run_1/floorplan.png
(6 px per um) Pins as bars on the die edge.
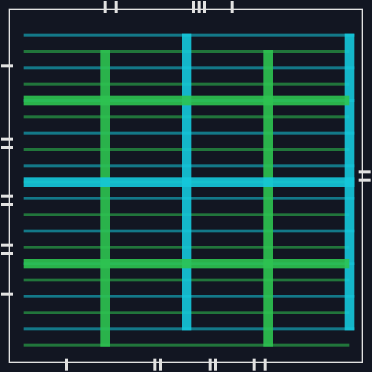
run_1/class_map.png
(4 px per um) Fill, decap, tap and diode cells in grey.
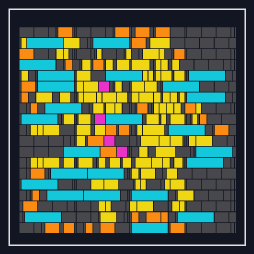
run_1/clock_wires.png
(10 px per um)
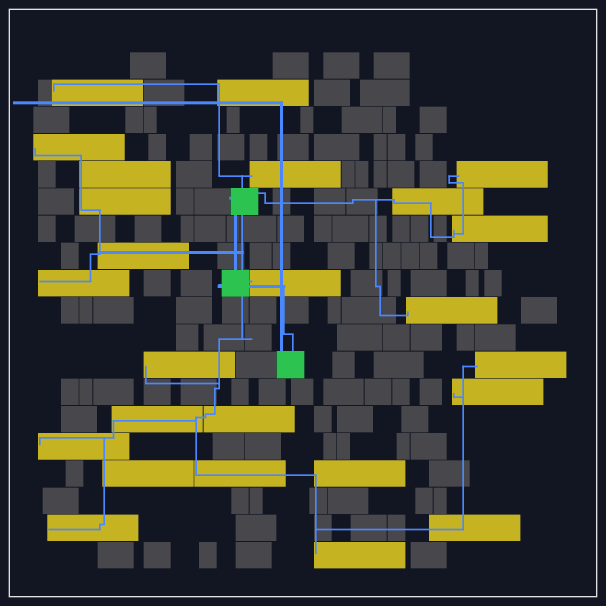
===== config.mk =====
export PLATFORM = sky130hd
export DESIGN_NAME = sar_adc_control
export DESIGN_NICKNAME = d
export VERILOG_FILES = /design/src/rtl/sar_adc_control.sv
export SDC_FILE = /design/constraint.sdc
export NUM_CORES = 1
export LEC_CHECK = 0
export CORE_MARGIN = 2
export CORE_UTILIZATION = 45
export CTS_BUF_LIST = sky130_fd_sc_hd__clkbuf_4
export CTS_CLUSTER_DIAMETER = 200
export DETAILED_ROUTE_END_ITERATION = 10
export PLACE_DENSITY = 0.72
export SLEW_MARGIN = 20
export SYNTH_ARGS = -nofsm -noshare
export SYNTH_HDL_FRONTEND = slang
export SYNTH_SLANG_ARGS = --single-unit

===== constraint.sdc =====
create_clock -name clk -period 1.72 [get_ports clk]
set_input_delay 0.344 -clock clk [delete_from_list [all_inputs] [get_ports clk]]
set_output_delay 0.344 -clock clk [all_outputs]
set_load 0.01 [all_outputs]

===== src/rtl/sar_adc_control.sv =====
// Successive-approximation ADC sequencer: binary-searches the comparator against the R2R DAC
// and owns the DAC code while a conversion runs; shows the last result when idle.
module sar_adc_control #(
  parameter int WIDTH         = 8,
  parameter int SETTLE_CYCLES = 4
) (
  input  logic             clk,
  input  logic             n_rst,
  input  logic             start,
  input  logic             cont,
  input  logic             comp,
  output logic [WIDTH-1:0] dac_out,
  output logic [WIDTH-1:0] result,
  output logic             busy,
  output logic             done
);

  localparam int IDX_W = (WIDTH > 1) ? $clog2(WIDTH) : 1;
  localparam int CNT_W = $clog2(SETTLE_CYCLES);
  localparam logic [CNT_W-1:0] CNT_LAST = CNT_W'(SETTLE_CYCLES - 1);
  localparam logic [IDX_W-1:0] IDX_MSB  = IDX_W'(WIDTH - 1);
  localparam logic [WIDTH-1:0] MSB_CODE = WIDTH'(1) << (WIDTH - 1);

  typedef enum logic {IDLE, TRIAL} state_t;

  state_t           state_q, state_d;
  logic [WIDTH-1:0] trial_q, trial_d;
  logic [WIDTH-1:0] result_q, result_d;
  logic [IDX_W-1:0] idx_q, idx_d;
  logic [CNT_W-1:0] cnt_q, cnt_d;
  logic             done_q, done_d;
  logic [1:0]       sync_q;
  logic             comp_s;

  assign comp_s = sync_q[1];

  always_ff @(posedge clk or negedge n_rst) begin
    if (!n_rst) begin
      state_q  <= IDLE;
      trial_q  <= '0;
      result_q <= '0;
      idx_q    <= '0;
      cnt_q    <= '0;
      done_q   <= 1'b0;
      sync_q   <= '0;
    end else begin
      state_q  <= state_d;
      trial_q  <= trial_d;
      result_q <= result_d;
      idx_q    <= idx_d;
      cnt_q    <= cnt_d;
      done_q   <= done_d;
      sync_q   <= {sync_q[0], comp};
    end
  end

  always_comb begin
    state_d  = state_q;
    trial_d  = trial_q;
    result_d = result_q;
    idx_d    = idx_q;
    cnt_d    = cnt_q;
    done_d   = 1'b0;
    case (state_q)
      IDLE: begin
        if (start) begin
          state_d = TRIAL;
          trial_d = MSB_CODE;
          idx_d   = IDX_MSB;
          cnt_d   = '0;
        end
      end
      TRIAL: begin
        if (cnt_q == CNT_LAST) begin
          // Evaluation edge: settle the current bit and arm the next one together.
          trial_d[idx_q] = comp_s;
          cnt_d          = '0;
          if (idx_q != '0) begin
            trial_d[idx_q - 1'b1] = 1'b1;
            idx_d                 = idx_q - 1'b1;
          end else begin
            result_d = trial_d;
            done_d   = 1'b1;
            if (cont) begin
              trial_d = MSB_CODE;
              idx_d   = IDX_MSB;
            end else begin
              state_d = IDLE;
            end
          end
        end else begin
          cnt_d = cnt_q + 1'b1;
        end
      end
      default: state_d = IDLE;
    endcase
  end

  assign busy    = (state_q == TRIAL);
  assign dac_out = busy ? trial_q : result_q;
  assign result  = result_q;
  assign done    = done_q;

endmodule


==> results.json, run 1 <==
{
  "dr.pass1.iters": 4,
  "io_pins": 23,
  "synth.net_count": 138,
  "period_needed_ns": 1.651,
  "critPathKind": "flop to primary output",
  "dpl_cell_area_um2": 1630,
  "ff_type": "dfrtp_1",
  "grt-ovfl-total": 0,
  "cellLeakagePower_nw": 0.7551,
  "crit_cells": 3,
  "cp_max_fo": 5,
  "nFillCells": 254,
  "simple_gate_area_frac": 0.1427,
  "dr_total_vias": 1111,
  "cpMaxStageDelayCell": "dfrtp_1",
  "power_w": 0.002845,
  "ant_nets": 0,
  "critical_path_buf_inv_count": 2,
  "enable_flop_cells": 0,
  "finalWeightedCongestion": 0.8086,
  "setup_tns_ns": 0,
  "synth.largest_area_cell": "dfrtp_1",
  "avgSynthCellArea_um2": 10.32,
  "netlist.area_leader.share": 0.4664,
  "syn2layout_area_growth_pct": 22.20,
  "fin_skew_ns": 0.01174,
  "drt_iter0_drc": 18,
  "top_cell": "dfrtp_1",
  "wl_per_cell_um": 16.07,
  "status": "finished, final reports clean",
  "cp_cell_sequence": "buf_6 -> mux2_2 -> clkbuf_2",
  "clockBufferDepth": 2,
  "postCtsHoldBufs": 0,
  "relSlewSlack": 0.7813,
  "initial_core_util": 0.4781,
  "critPathMaxStageDelay_ns": 0.40,
  "ctsHtreeMaxLevel": 1,
  "ys_ff": 25,
  "worstPathRequired_ns": 1.38,
  "via_per_inst": 5.847,
  "dp_cells": 186,
  "ys_seq_share": 0.4664,
  "syn_area_um2": 1341,
  "top_logic_kind": "AND-OR/OR-AND gates",
  "fmax_ghz": 0.6058,
  "die_area_um2": 3433
}
About floorplan.png:
colour	net
green	VSS
cyan	VDD
met1 rails	20
rows	19
met5 straps	3
met4 straps	4
Peak VDD IR: 0.0009176 V
Die Width: 58.60 um
CORE AREA: 2805 um^2
Die Y: 58.60 um

About class_map.png:
colour	class	cells	share of their area
cyan	registers	25	39%
yellow	remaining logic cells	99	43%
orange	remaining buffers and delay cells	31	16%
magenta	clock drivers and dummy loads	4	1.9%
Design Area, Final: 1639 um^2
fin util: 0.5843
Seq area share: 0.3824
# rows: 19

About clock_wires.png:
[yellow] flip-flops | count: 25
[blue] clock wires | length: 333 um
[green] clock-net drivers | count: 3
routed clock nets	4

## run 1: where the power goes
part / leakage, nW / switching, W / internal (W)
clock network: 0.0184 / 0.000184 / 0.000107
logic: 0.430 / 0.000799 / 0.000763
registers: 0.307 / 0.000178 / 0.000815
total: 0.755 / 0.00116 / 0.00168
## run 1: area by class of cell
type                       instances  area share
clock buffer                       4     0.01832
timing repair buffer              31      0.1557
sequential                        25      0.3824
multi-input combinational         93      0.4061
inverter                           6     0.01374
tap                               31     0.02366
## run 1: routing by layer
metal	GRT usage	wire length [um]	part of all wire
met1	0.2698	1402	0.46
met2	0.3082	1479	0.48
met3	0.02418	119	0.039
met4	0.07143	53	0.017
met5	0	0	0
## run 1: flip-flops by register name, summed over array words and instances, names as in the netlist
signal	count
trial_q	8
result	8
idx_q	3
cnt_q	2
done	1
busy	1
sync_q	2
==> run 2: changes to the inputs <==
--- a/config.mk
+++ b/config.mk
@@ -5,12 +5,12 @@
 export SDC_FILE = /design/constraint.sdc
 export NUM_CORES = 1
 export LEC_CHECK = 0
+export CORE_ASPECT_RATIO = 0.5
 export CORE_MARGIN = 2
 export CORE_UTILIZATION = 45
 export CTS_BUF_LIST = sky130_fd_sc_hd__clkbuf_4
-export CTS_CLUSTER_DIAMETER = 200
 export DETAILED_ROUTE_END_ITERATION = 10
-export PLACE_DENSITY = 0.72
+export PLACE_DENSITY = 0.78
 export SLEW_MARGIN = 20
 export SYNTH_ARGS = -nofsm -noshare
 export SYNTH_HDL_FRONTEND = slang
run_2/floorplan.png
(6 px per um) Pins as bars on the die edge.
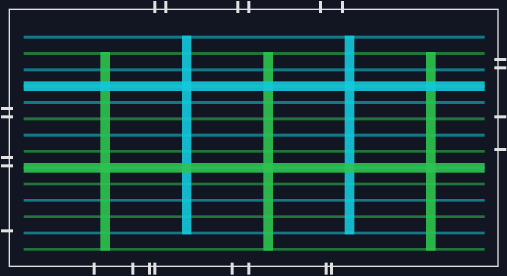
colour	net
green	VSS
cyan	VDD
signal pins	23
rows	13
met1 rails	14
met4 straps	5
met5 straps	2
Die Width: 81.21 um
CORE AREA: 2716 um^2
Die Y: 42.61 um

run_2/placed.png
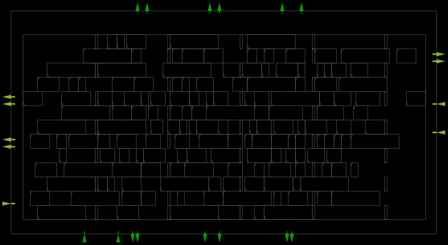
Post-Layout Cell Count: 197
Well Taps: 37
fin util: 0.6315
# rows: 13
Seq area share: 0.3647

==> results.json, run 2 <==
{
  "status": "finished, final reports clean",
  "ys_ff": 25,
  "cp_max_fo": 6,
  "powerComb_w": 0.00172,
  "ff_type": "dfrtp_1",
  "top_cell": "dfrtp_1",
  "wl_met1_mm": 1.550,
  "dr.pass1.iters": 4,
  "synth.net_count": 138,
  "ys_seq_share": 0.4664,
  "syn_area_um2": 1341,
  "enable_flop_cells": 0,
  "power.group.top": "combinational logic",
  "simple_gate_area_frac": 0.1427,
  "wl_met2_mm": 1.282,
  "internal_power_w": 0.001789,
  "pwr-share-seq": 0.332,
  "cpMaxStageDelayCell": "mux2i_1",
  "cp_cell_sequence": "inv_2 -> ha_1 -> mux2i_1 -> o22ai_1 -> a21o_1",
  "avgSynthCellArea_um2": 10.32,
  "crit_cells": 5,
  "period_needed_ns": 1.677,
  "switching_power_w": 0.001186,
  "r2r_slack_ns": 0.04,
  "relSlewSlack": 0.6943,
  "critPathMaxStageDelay_ns": 0.45,
  "synth.largest_area_cell": "dfrtp_1",
  "critPathTopFamily": "multiplexers",
  "drt_iter0_drc": 73,
  "antenna_found_initial": 0,
  "postCtsHoldBufs": 0,
  "grtUsageMet3": 0.04526,
  "setup_ws_ns": 0.04341,
  "fmax_ghz": 0.5965,
  "seq_power_w": 0.000989,
  "critical_path_buf_inv_count": 1,
  "critPathKind": "flop to flop",
  "grtUsageMet1": 0.2859,
  "busiest_layer": "met2",
  "dp_cells": 190,
  "switching_share": 0.3987,
  "via_per_inst": 5.680,
  "initial_core_util": 0.4938,
  "io_pins": 23,
  "die_area_um2": 3460,
  "grtUsageMet2": 0.2975,
  "dr_total_vias": 1119
}
run_2/clock_wires.png
(10 px per um)
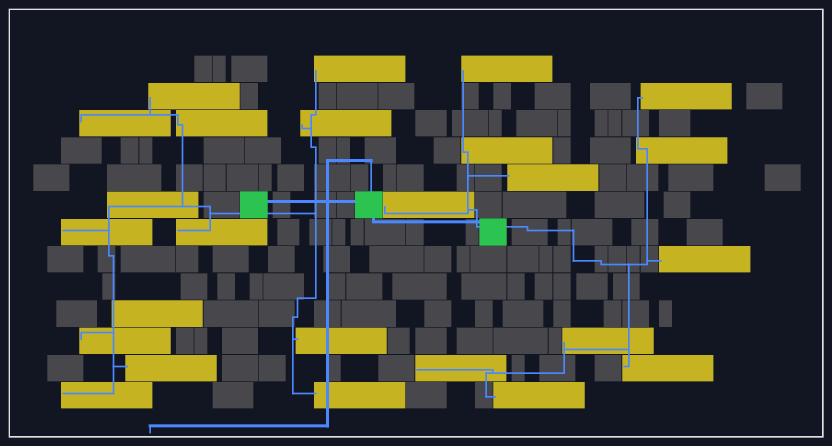
[green] clock-net drivers | count: 3
[yellow] flip-flops | count: 25
[blue] clock wires | length: 314 um
routed clock nets	4
flops lie	all over the die
Clk. pwr: 0.000268 W
clock power share: 0.090

[run 2: cell counts after synthesis]
No cell type changed its count.
[run 2: cell type report]
cell class                 instances  area, um^2
clock buffer                       3       22.52
clock inverter                     1       5.005
fill                             226        1001
inverter                           6       22.52
multi-input combinational         93       694.4
sequential                        25       625.6
tap                               37       46.29
timing repair buffer              32       299.0
[run 2: through the flow]
stage	util	setup TNS, ns	area, um^2	total power (W)
global placement	0.6020	0	1635	0.002571
finish	0.6315	0	1715	0.002976
detailed placement	0.6020	0	1635	0.002615
CTS	0.6223	-0.1633	1690	0.002896
global route	0.6315	-0.03076	1715	0.003189
floorplan	-	0	1341	0.001964
Power and IR drop assume default switching activity.
